[src/rtl/lfsr_sng_pkg.sv]
// -----------------------------------------------------------------------------
// sng_pkg -- shared definitions for the stochastic number generator family.
//
// Contents:
//   sng_state_t   : control FSM state encoding (IDLE -> RUN -> DONE -> IDLE)
//   TAPS_W8/16    : maximal-length Fibonacci tap masks for common widths
//   DEFAULT_SEED  : nonzero LFSR reset state
//   default_taps  : helper returning the tap mask for a supported width
// -----------------------------------------------------------------------------
package sng_pkg;

  typedef enum logic [1:0] {
    IDLE = 2'd0,
    RUN  = 2'd1,
    DONE = 2'd2
  } sng_state_t;

  // Primitive polynomials: x^8+x^6+x^5+x^4+1 and x^16+x^14+x^13+x^11+1.
  localparam logic [7:0]  TAPS_W8      = 8'hB8;
  localparam logic [15:0] TAPS_W16     = 16'hB400;
  localparam logic [7:0]  DEFAULT_SEED = 8'h01;

  // Returns zero for widths without a known primitive polynomial so that a
  // caller can detect the unsupported case.
  function automatic logic [31:0] default_taps(input int wl);
    logic [31:0] t;
    t = '0;
    case (wl)
      8:       t = 32'(TAPS_W8);
      16:      t = 32'(TAPS_W16);
      default: t = '0;
    endcase
    return t;
  endfunction

endpackage

[src/rtl/lfsr_sng_if.sv]
// -----------------------------------------------------------------------------
// lfsr_sng_if -- request/stream bundle between a producer (master) and the
// stochastic number generator (slave).
//
//   value     master->slave  WL  binary operand, sampled on accepted start
//   start     master->slave  1   request a stream
//   seed      master->slave  WL  new LFSR seed
//   seed_load master->slave  1   load seed (honoured only when idle)
//   bit_out   slave->master  1   stochastic bit, qualified by bit_valid
//   bit_valid slave->master  1   high for each stream bit
//   busy      slave->master  1   stream in progress
//   done      slave->master  1   one-cycle pulse after the last bit
//   ones_cnt  slave->master  CW  ones in the current/last stream
// -----------------------------------------------------------------------------
interface lfsr_sng_if #(
  parameter int WL = 8,
  parameter int CW = 8
);

  logic [WL-1:0] value;
  logic          start;
  logic [WL-1:0] seed;
  logic          seed_load;
  logic          bit_out;
  logic          bit_valid;
  logic          busy;
  logic          done;
  logic [CW-1:0] ones_cnt;

  modport master (
    output value, start, seed, seed_load,
    input  bit_out, bit_valid, busy, done, ones_cnt
  );

  modport slave (
    input  value, start, seed, seed_load,
    output bit_out, bit_valid, busy, done, ones_cnt
  );

endinterface

[src/rtl/lfsr_sng_en_reg.sv]
// -----------------------------------------------------------------------------
// en_reg -- enable-gated register with asynchronous active-low reset.
//
//   clk    in  1  clock
//   rst_b  in  1  asynchronous reset, active-low (q <= RST_VAL)
//   wen    in  1  write enable; q holds when low
//   d      in  W  data in
//   q      out W  registered data
// -----------------------------------------------------------------------------
module en_reg #(
  parameter int           W       = 8,
  parameter logic [W-1:0] RST_VAL = '0
) (
  input  logic         clk,
  input  logic         rst_b,
  input  logic         wen,
  input  logic [W-1:0] d,
  output logic [W-1:0] q
);

  always_ff @(posedge clk or negedge rst_b) begin
    if (!rst_b) begin
      q <= RST_VAL;
    end else if (wen) begin
      q <= d;
    end
  end

endmodule

[src/rtl/lfsr_sng_lfsr_fib.sv]
// -----------------------------------------------------------------------------
// lfsr_fib -- Fibonacci LFSR, shifting left with the feedback entering bit 0.
//
//   clk      in  1   clock
//   rst_b    in  1   asynchronous reset, active-low (state <= SEED)
//   load     in  1   load load_val (has priority over step)
//   load_val in  WL  value to load; caller guarantees it is nonzero
//   step     in  1   advance one position
//   state    out WL  current register contents
//
// With a primitive TAPS mask and nonzero contents the register walks all
// 2^WL-1 nonzero states before repeating; zero is never entered.
// -----------------------------------------------------------------------------
module lfsr_fib
  import sng_pkg::*;
#(
  parameter int            WL   = 8,
  parameter logic [WL-1:0] TAPS = TAPS_W8,
  parameter logic [WL-1:0] SEED = DEFAULT_SEED
) (
  input  logic          clk,
  input  logic          rst_b,
  input  logic          load,
  input  logic [WL-1:0] load_val,
  input  logic          step,
  output logic [WL-1:0] state
);

  logic          fb;
  logic [WL-1:0] next;

  assign fb   = ^(state & TAPS);
  assign next = {state[WL-2:0], fb};

  always_ff @(posedge clk or negedge rst_b) begin
    if (!rst_b) begin
      state <= SEED;
    end else if (load) begin
      state <= load_val;
    end else if (step) begin
      state <= next;
    end
  end

endmodule

[src/rtl/lfsr_sng.sv]
// -----------------------------------------------------------------------------
// lfsr_sng -- stochastic number generator.
//
// Converts a WL-bit unsigned value into a unipolar stochastic stream of
// STREAM_LEN bits: each bit is 1 when the LFSR state is below the value.
// Over a full LFSR period (STREAM_LEN = 2^WL-1) the ones count is exactly
// max(value-1, 0), since every nonzero state is visited once.
//
//   clk    in  1  clock
//   rst_b  in  1  asynchronous reset, active-low
//   bus    slave modport of lfsr_sng_if (value/start/seed/seed_load in,
//          bit_out/bit_valid/busy/done/ones_cnt out)
//
// Timing: start accepted at edge t -> bits valid in cycles t+1..t+STREAM_LEN
// -> done pulse in cycle t+STREAM_LEN+1. All outputs are registered, so they
// trail the FSM state by one cycle.
// -----------------------------------------------------------------------------
module lfsr_sng
  import sng_pkg::*;
#(
  parameter int            WL         = 8,
  parameter logic [WL-1:0] TAPS       = TAPS_W8,
  parameter logic [WL-1:0] SEED       = DEFAULT_SEED,
  parameter int            STREAM_LEN = 255,
  parameter int            CW         = $clog2(STREAM_LEN + 1)
) (
  input  logic       clk,
  input  logic       rst_b,
  lfsr_sng_if.slave  bus
);

  sng_state_t    state_q, state_d;
  logic          idle;
  logic          accept;
  logic          seed_wr;
  logic          last;
  logic          cmp;
  logic [WL-1:0] value_q;
  logic [WL-1:0] lfsr;
  logic [WL-1:0] seed_val;
  logic [CW-1:0] len_cnt;
  logic [CW-1:0] ones_cnt_q;
  logic          bit_out_q;
  logic          bit_valid_q;
  logic          busy_q;
  logic          done_q;

  assign idle    = (state_q == IDLE);
  assign accept  = idle & bus.start;
  assign seed_wr = idle & bus.seed_load;
  assign last    = (len_cnt == CW'(STREAM_LEN - 1));

  // A zero seed would lock the LFSR, so it falls back to the default state.
  assign seed_val = (bus.seed == '0) ? SEED : bus.seed;

  // Operand capture: only an accepted start writes it, so later changes on
  // the value input cannot disturb a stream in flight.
  en_reg #(
    .W       (WL),
    .RST_VAL ('0)
  ) u_value_reg (
    .clk   (clk),
    .rst_b (rst_b),
    .wen   (accept),
    .d     (bus.value),
    .q     (value_q)
  );

  // Load wins over step; both only happen in their own states, so a seed
  // loaded together with start becomes the first state compared.
  lfsr_fib #(
    .WL   (WL),
    .TAPS (TAPS),
    .SEED (SEED)
  ) u_lfsr (
    .clk      (clk),
    .rst_b    (rst_b),
    .load     (seed_wr),
    .load_val (seed_val),
    .step     (state_q == RUN),
    .state    (lfsr)
  );

  assign cmp = (lfsr < value_q);

  always_ff @(posedge clk or negedge rst_b) begin
    if (!rst_b) begin
      state_q <= IDLE;
    end else begin
      state_q <= state_d;
    end
  end

  always_comb begin
    state_d = state_q;
    case (state_q)
      IDLE:    if (bus.start) state_d = RUN;
      RUN:     if (last)      state_d = DONE;
      DONE:                   state_d = IDLE;
      default:                state_d = IDLE;
    endcase
  end

  // Registered outputs and counters, updated from the current FSM state.
  always_ff @(posedge clk or negedge rst_b) begin
    if (!rst_b) begin
      bit_out_q   <= 1'b0;
      bit_valid_q <= 1'b0;
      busy_q      <= 1'b0;
      done_q      <= 1'b0;
      ones_cnt_q  <= '0;
      len_cnt     <= '0;
    end else begin
      case (state_q)
        IDLE: begin
          bit_out_q   <= 1'b0;
          bit_valid_q <= 1'b0;
          done_q      <= 1'b0;
          busy_q      <= accept;
          // ones_cnt keeps the last stream's result until the next start.
          if (accept) begin
            ones_cnt_q <= '0;
            len_cnt    <= '0;
          end
        end
        RUN: begin
          bit_out_q   <= cmp;
          bit_valid_q <= 1'b1;
          busy_q      <= 1'b1;
          done_q      <= 1'b0;
          ones_cnt_q  <= ones_cnt_q + CW'(cmp);
          len_cnt     <= len_cnt + CW'(1);
        end
        DONE: begin
          bit_out_q   <= 1'b0;
          bit_valid_q <= 1'b0;
          busy_q      <= 1'b0;
          done_q      <= 1'b1;
        end
        default: begin
          bit_out_q   <= 1'b0;
          bit_valid_q <= 1'b0;
          busy_q      <= 1'b0;
          done_q      <= 1'b0;
        end
      endcase
    end
  end

  assign bus.bit_out   = bit_out_q;
  assign bus.bit_valid = bit_valid_q;
  assign bus.busy      = busy_q;
  assign bus.done      = done_q;
  assign bus.ones_cnt  = ones_cnt_q;

endmodule

[src/flat_wrapper.sv]
// flat-port wrapper written by rule: the top's interface ports become plain ports
module lfsr_sng_flat import sng_pkg::*;
#(
  parameter int            WL         = 8,
  parameter logic [WL-1:0] TAPS       = TAPS_W8,
  parameter logic [WL-1:0] SEED       = DEFAULT_SEED,
  parameter int            STREAM_LEN = 255,
  parameter int            CW         = $clog2(STREAM_LEN + 1)
)
  (clk, rst_b, bus_value, bus_start, bus_seed, bus_seed_load, bus_bit_out, bus_bit_valid, bus_busy, bus_done, bus_ones_cnt);
  lfsr_sng_if #(.WL(WL), .CW(CW)) bus_i ();
  input  logic clk;
  input  logic rst_b;
  input wire logic [$bits(bus_i.value)-1:0] bus_value;
  input wire logic [$bits(bus_i.start)-1:0] bus_start;
  input wire logic [$bits(bus_i.seed)-1:0] bus_seed;
  input wire logic [$bits(bus_i.seed_load)-1:0] bus_seed_load;
  output wire logic [$bits(bus_i.bit_out)-1:0] bus_bit_out;
  output wire logic [$bits(bus_i.bit_valid)-1:0] bus_bit_valid;
  output wire logic [$bits(bus_i.busy)-1:0] bus_busy;
  output wire logic [$bits(bus_i.done)-1:0] bus_done;
  output wire logic [$bits(bus_i.ones_cnt)-1:0] bus_ones_cnt;
  assign bus_i.value = bus_value;
  assign bus_i.start = bus_start;
  assign bus_i.seed = bus_seed;
  assign bus_i.seed_load = bus_seed_load;
  assign bus_bit_out = bus_i.bit_out;
  assign bus_bit_valid = bus_i.bit_valid;
  assign bus_busy = bus_i.busy;
  assign bus_done = bus_i.done;
  assign bus_ones_cnt = bus_i.ones_cnt;
  lfsr_sng #(.WL(WL), .TAPS(TAPS), .SEED(SEED), .STREAM_LEN(STREAM_LEN), .CW(CW)) u_core (.clk(clk), .rst_b(rst_b), .bus(bus_i));
endmodule
[config.mk]
export PLATFORM = sky130hd
export DESIGN_NAME = lfsr_sng_flat
export DESIGN_NICKNAME = d
export VERILOG_FILES = /design/src/rtl/lfsr_sng_pkg.sv /design/src/rtl/lfsr_sng_if.sv /design/src/rtl/lfsr_sng_en_reg.sv /design/src/rtl/lfsr_sng_lfsr_fib.sv /design/src/rtl/lfsr_sng.sv /design/src/flat_wrapper.sv
export SDC_FILE = /design/constraint.sdc
export NUM_CORES = 1
export LEC_CHECK = 0
export CELL_PAD_IN_SITES_DETAIL_PLACEMENT = 1
export CELL_PAD_IN_SITES_GLOBAL_PLACEMENT = 2
export CORE_ASPECT_RATIO = 1.4
export CORE_MARGIN = 4
export CORE_UTILIZATION = 35
export CTS_CLUSTER_DIAMETER = 100
export DETAILED_ROUTE_END_ITERATION = 10
export PLACE_DENSITY_LB_ADDON = 0.1
export SYNTH_ARGS = -nofsm -noshare
export SYNTH_HDL_FRONTEND = slang
export SYNTH_SLANG_ARGS = --single-unit
[constraint.sdc]
create_clock -name clk -period 5.25 [get_ports clk]
set_input_delay 0.525 -clock clk [delete_from_list [all_inputs] [get_ports clk]]
set_output_delay 0.525 -clock clk [all_outputs]
set_load 0.05 [all_outputs]
### Supply network, run 1

Bar = 20 um. Pins as bars on the die edge. Tap cells in grey.
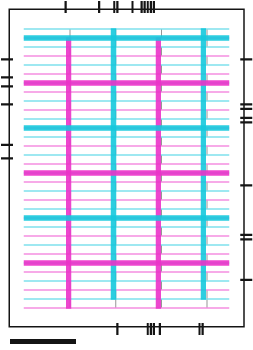
| colour | net |
|---|---|
| cyan | VDD |
| magenta | VSS |
met1 rails: 32
rows: 31
met5 straps: 6
tap cells: 66

### Cells coloured by class, run 1

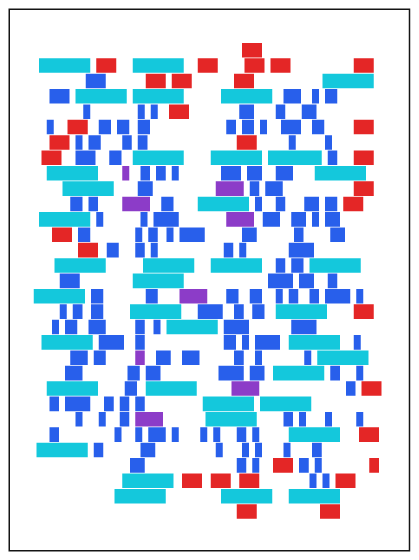
| colour | class | cells | share of their area |
|---|---|---|---|
| blue | combinational and other logic | 151 | 41% |
| purple | clock drivers and dummy loads | 8 | 4.0% |
| red | remaining buffers and delay cells | 31 | 13% |
| cyan | sequential cells | 38 | 42% |
FP Rows: 31
fraction of area in registers: 0.405
Core Util, Final: 0.449

### Clock wires, drivers and flops, run 1

Bar = 20 um.
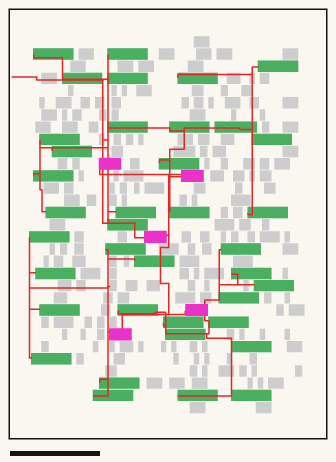
[green] flip-flops | count: 38
[red] clock wires | length: 554 um
[magenta] clock drivers | count: 5
routed clock nets: 6
Clock Power: 0.209 mW
clock power share: 0.141

### Wiring by layer, run 1

Bar = 20 um. Only two layers are drawn.
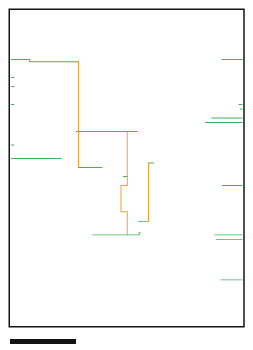
| colour | layer | wire length |
|---|---|---|
| green | metal 3 | 141 um |
| orange | metal 4 | 84.6 um |
total vias in the final route: 1563
wire per inst: 16.2 um

[run 1: placed cells by master (no fill, tap or decap), types with 2 or more instances in the layout]
| cell | count |
|---|---|
| o21bai_1 | 3 |
| and3_1 | 4 |
| nor4_1 | 2 |
| nand3_1 | 6 |
| inv_1 | 15 |
| a31oi_1 | 4 |
| nand2b_1 | 3 |
| nor3_1 | 3 |
| nand2_1 | 31 |
| a22oi_1 | 6 |
| dfrtp_1 | 37 |
| nand3b_1 | 2 |
| a21oi_1 | 5 |
| mux2i_1 | 4 |
| nand4_1 | 6 |
| ha_1 | 11 |
| o21ai_0 | 23 |
| clkbuf_8 | 6 |
| o211ai_1 | 2 |
| clkdlybuf4s50_1 | 30 |
| nor2b_1 | 3 |
| xor2_1 | 3 |
[run 1: layout make-up]
class,count,area [sq um]
clock buffer,7,86.3
timing repair buffer,31,305
fill,597,2890
clock inverter,1,5.00
inverter,16,62.6
tap,66,82.6
sequential,38,952
multi-input combinational,135,857
[run 1: cell usage after synthesis (4+ instances only)]
library cell   n  area share
inv_1         15       0.029
buf_2          4       0.010
mux2i_1        4       0.021
a21oi_1        5       0.013
a22oi_1        6       0.024
and3_1         4       0.013
dfrtp_1       37        0.48
a31oi_1        4       0.013
o21ai_0       23       0.060
nand2_1       31       0.061
nand3_1        6       0.016
ha_1          11       0.072
nand4_1        6       0.020
[run 1: metrics by stage]
stage          cell area [sq um]  setup slack, ns  cells  total power [mW]  hold slack (ns)
3_5_place_dp                2260             3.12    286              1.29            0.471
4_1_cts                     2350             3.09    294              1.51            0.383
2_1_floorplan               1910             3.34    196              1.07            0.229
6_report                    2350             3.10    294              1.48            0.349
3_3_place_gp                2260             3.15    286              1.26            0.458
5_1_grt                     2350             2.90    294              1.64            0.408
==> GITHUB_STEP_SUMMARY, run 1 <==
### Yosys + OpenROAD results

| Metric | Value |
|---|---|
| Hpwl dp | `3.46 mm` |
| Average size of a mapped cell | `9.77 sq um` |
| Distinct lib cells | `40` |
| Post-layout minimum cycle time | `2.15 ns` |
| CP Class | `reg -> reg` |
| Number of nets at floorplan | `227` |
| Max Cap Violations | `0` |
| Max Clock Skew | `0.00634 ns` |
| Initial antenna violation count | `0` |
| R2R Path Start | `u_core.u_lfsr.state[2]` |
| Startpoint types | `flip-flop` |
| Sequential Power Share | `0.384` |
| PortBufs | `31` |
| Post-Syn Instances | `196` |
| CTS Sinks | `38` |
| Fp_density | `0.366` |
| Reg2reg end | `u_core.bus.ones_cnt[4]` |
| Top cell by count, worst path | `ha_1` |
| Die width | `70.5 um` |
| Met3 Routed Length | `140 um` |
| Metal1 wirelength | `1.98 mm` |
| # DRC | `0` |
| P_sw | `0.661 mW` |
| CTS Buf Count | `5` |
| Ys cells | `196` |
| First-pass GRT wire length | `8.28 mm` |
| Fmax | `464 MHz` |
| Cell area power density | `631 mW/mm^2` |
| Total sequential power | `0.570 mW` |
| Total GRT Usage | `0.157` |
| CP arrival | `2.33 ns` |
| Pre-antenna DRT Iters | `4` |
| CTS Hold Bufs | `0` |
| Status | `finished clean` |
| Required time worst endpoint | `5.42 ns` |
| Post-synth EDFFs | `0` |
| Max-slew violations | `0` |
| Crit path buf inv count | `0` |
| H-tree depth | `2` |
| Switch share | `0.446` |
| Worst Setup End Kind | `flip-flop` |
| Hold Vio Cnt, Final | `0` |
| Post-synth top flop | `dfrtp_1` |
| Vias in the first global route | `1717` |
| Setup crit end | `u_core.bus.ones_cnt[4]` |
| Share of cells above drive strength 1 | `0.0482` |
| Die Height | `95.5 um` |
| Leak | `1.03 nW` |
| Cycle use final | `0.410` |
| Critical path's slowest cell | `dfrtp_1` |
| Met3 Usage GRT | `0.0380` |
| Power Internal | `0.822 mW` |
| RSZ-0062 raised after global routing | `false` |
| Placer Congestion | `0.785` |
| And+or+nand+nor area frac | `0.176` |
| Syn. warnings | `0` |
| Synth-to-Final Area Change | `22.8%` |
| CP cell instances | `ha_1 > nor4_1 > o21ai_0 > a31oi_1 > ha_1 > ha_1 > nand3_1 > a21oi_1 > o22ai_1` |
| Aoi share | `0.161` |
| Largest delay share family, worst path | `AND-OR/OR-AND gates` |
| Metal2 WL | `2.57 mm` |
| R2R setup slack | `3.10 ns` |
| Async set-or-reset flop fraction in the synthesized netlist | `1.00` |
| FF+latch count, synth | `38` |
| Gr ovfl total | `0` |
| Crit path depth | `9` |
| Clk pin slew, worst setup/hold paths | `0.08 ns` |
| Xor/xnor share | `0.0183` |
| Antenna Nets Post-Route | `0` |
| Synth Seq Share | `0.497` |
| # diodes | `0` |
| Vias per inst | `5.32` |
| Root buf cell | `clkbuf_8` |
| CP peak stage delay | `0.41 ns` |
| Final setup violation count | `0` |
| Crit path launch | `u_core.u_lfsr.state[2]` |
| Post_cts resized | `0` |
| TritonCTS clock tree | `done` |
| Fin nets | `258` |
| Clk buf depth | `2` |
| Worst skew pair latency | `0.29 ns` |
| Largest net degree at the start of global routing | `39` |
| Core area | `0.00524 sq mm` |
| HP Class | `in -> async` |
| Comb pwr | `0.704 mW` |
| Cells on worst reg2reg path | `9` |
| Setup TNS | `0 ns` |
| Adder share | `0.0719` |
| Met2 track demand over resource | `0.290` |
| Top Usage Layer GRT | `met2` |
| Worst-path fanout max | `4` |
| Measured slew at the worst slew-check pin | `0.869 ns` |
| Mapped cell area | `0.00191 sq mm` |
| Top layer in use | `met4` |
| Post-CTS Setup Inserts | `0` |
--- run 2 (diff from run 1) ---
- CORE_UTILIZATION: 35 -> 29
- clock period: 5.25 -> 1.9 ns (I/O delays scaled with it)
### Cells coloured by class, run 2

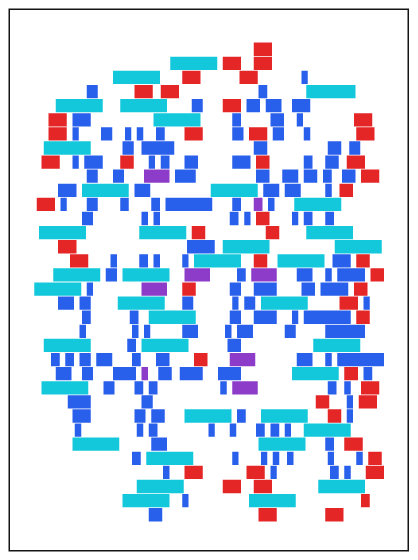
| colour | class | cells | share of their area |
|---|---|---|---|
| red | remaining buffers and delay cells | 49 | 18% |
| purple | clock drivers and dummy loads | 8 | 3.6% |
| blue | combinational and other logic | 151 | 41% |
| cyan | sequential cells | 38 | 38% |

==> run 2 against run 1 <==
  * The flow now finishes with violations (setup timing)
  * Synthesized cell count did not move
  * Global-route usage fell by 1.6 points
  * Worst hold slack improved by 0.097 ns
  * Cell area rose by 10%
  * Critical endpoint unchanged
  * Largest cell class is now multi-input combinational cells
==> GITHUB_STEP_SUMMARY, run 2 <==
### Yosys + OpenROAD results

| Metric | Value |
|---|---|
| Setup TNS | `-0.431 ns` |
| Startpoint types | `flip-flop` |
| Dominant logic cell type in the layout | `dfrtp_1` |
| Syn. warnings | `0` |
| Synth-to-Final Area Change | `35.5%` |
| CP peak stage delay | `0.41 ns` |
| Worst-path fanout max | `4` |
| Most common cell in the synthesized netlist | `dfrtp_1` |
| Leak | `1.12 nW` |
| FP Rows | `34` |
| Total GRT Usage | `0.141` |
| Max-slew violations | `0` |
| Max Cap Violations | `0` |
| # DRC | `0` |
| Final Cell Area | `0.00259 sq mm` |
| Status | `finished with violations` |
| RSZ-0062 raised after global routing | `true` |
| R2R setup slack | `-0.11 ns` |
| R2R Path Start | `u_core.u_lfsr.state[1]` |
| Gr ovfl total | `0` |
| Metal2 WL | `2.93 mm` |
| Max Clock Skew | `0.0108 ns` |
| Cell area power density | `1810 mW/mm^2` |
| Top cells by count | `dfrtp_1 (37), nand2_1 (31), o21ai_0 (23)` |
| Top cell type by total area after synthesis | `dfrtp_1` |
| Mapped cell area | `0.00191 sq mm` |
| Cells on worst reg2reg path | `9` |
| Fp_density | `0.304` |
| CTS Buf Count | `5` |
| Post-synth top flop | `dfrtp_1` |
| Post-synth EDFFs | `0` |
| Clk pin slew, worst setup/hold paths | `0.08 ns` |
| Violated checks | `setup timing` |
| Async set-or-reset flop fraction in the synthesized netlist | `1.00` |
| CP cell instances | `ha_4 > nor4_4 > o21ai_2 > a31oi_1 > ha_2 > ha_4 > nand3_4 > a21oi_2 > o22ai_1` |
| Post-layout minimum cycle time | `2.01 ns` |
| HP Class | `in -> reg` |
| Top layer in use | `met4` |
| Hold Vio Cnt, Final | `0` |
| Metal1 wirelength | `2.14 mm` |
| Flop area | `952 sq um` |
| CP Class | `reg -> reg` |
| Top cells excl fill/tap | `dfrtp_1 (37), nand2_1 (31), clkdlybuf4s50_1 (30)` |
| Critical path's slowest cell | `dfrtp_1` |
| Met3 Routed Length | `119 um` |
| Pre-antenna DRT Iters | `4` |
| Fmax | `498 MHz` |
| Vias in the first global route | `1902` |
| Area of placed instances | `0.00236 sq mm` |
| Worst skew pair latency | `0.29 ns` |
| Final setup violation count | `6` |
| PnR worst setup slack | `-0.110 ns` |
| Core area | `0.00630 sq mm` |
| Required time worst endpoint | `2.08 ns` |
| Worst Setup End Kind | `flip-flop` |
| H-tree depth | `2` |
| Clk buf depth | `2` |
| MI comb area | `955 sq um` |
| Vias per inst | `5.23` |
| Core Util, Final | `0.412` |
| Wire per inst | `16.6 um` |
| CP arrival | `2.19 ns` |
| Measured slew at the worst slew-check pin | `0.565 ns` |
| Post-Syn Instances | `196` |
| Die width | `76.7 um` |
| Final Hold Slack | `0.446 ns` |
| Fin nets | `276` |
| Synth Seq Share | `0.497` |
| Initial antenna violation count | `0` |
| Post-route insts no fill | `318` |
| Root buf cell | `clkbuf_8` |
| Reg2reg end | `u_core.bus.ones_cnt[4]` |
| Placer Congestion | `0.816` |
| Antenna Nets Post-Route | `0` |
| Crit path buf inv count | `0` |
| Inst Count DP | `305` |
| Design Power | `4.70 mW` |
| Cycle use final | `1.06` |
| # diodes | `0` |
| Number of nets at floorplan | `227` |
| FF+latch count, synth | `38` |
| Largest delay share family, worst path | `adder cells` |
| Area leader share | `0.484` |
| Largest net degree at the start of global routing | `39` |
| Crit path launch | `u_core.u_lfsr.state[1]` |
| PortBufs | `31` |
| Total vias in the final route | `1664` |
### Supply network, run 2

Bar = 20 um. Pins as bars on the die edge. Tap cells in grey.
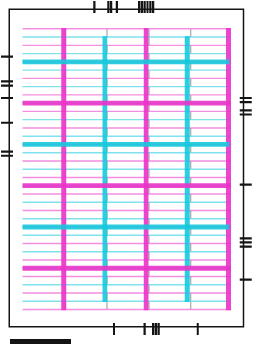
| colour | net |
|---|---|
| magenta | VSS |
| cyan | VDD |
met1 rails: 35
met5 straps: 6
signal pins: 32
Die Height: 104 um
maximum VDD drop: 0.903 mV

## run 2: kinds of logic (layout without fill, tap and decap cells)
logic type	count (synthesis)	in the layout	share of synthesized area
AND/OR/NAND/NOR	66	66	0.176
adder cells (fa/ha/maj)	11	11	0.0719
buffers and inverters	23	73	0.0549
flip-flops	38	38	0.497
XOR/XNOR	4	4	0.0183
AND-OR/OR-AND	50	50	0.161
multiplexers	4	4	0.0209
## run 2: what timing repair did
item	in CTS	in global routing
hold endpoints to repair	37	0
pin swaps	7	6
hold buffers	1	0
setup buffers	0	4
setup endpoints to repair	6	8
resized	8	17
## run 2: cell type report
type / count / area share
clock buffer: 7 / 0.0333
sequential: 38 / 0.367
multi-input combinational: 135 / 0.368
timing repair buffer: 49 / 0.171
tap: 72 / 0.0347
inverter: 16 / 0.0241
clock inverter: 1 / 0.00193
## run 2: how the worst max path moves through the flow
stage                                        end  cells after the start
after floorplan           u_core.bus.ones_cnt[4]                      9
after global placement    u_core.bus.ones_cnt[4]                      9
after detailed placement  u_core.bus.ones_cnt[4]                      9
after CTS                 u_core.bus.ones_cnt[4]                      9
after global routing      u_core.bus.ones_cnt[4]                      9
final                     u_core.bus.ones_cnt[4]                      9
## run 2: layer usage
| metal | GRT usage | up-vias |
|---|---|---|
| met2 | 0.262 | 23 |
| li1 | - | 791 |
| met5 | 0 | - |
| met1 | 0.160 | 842 |
| met3 | 0.0243 | 8 |
| met4 | 0.0453 | 0 |
## run 2: power by group
group          switching, mW  internal [mW]  total [mW]
Sequential             0.344           1.20        1.54
Clock                  0.290          0.293       0.584
Combinational           1.44           1.14        2.58
## run 2: tightest hold or removal path, cell delays in order
cell and delay [ns]:
clkdlybuf4s50_1 0.40, nand2_1 0.06, nand2_1 0.05
No activity file was given, so power comes from the tool's default toggle rates.
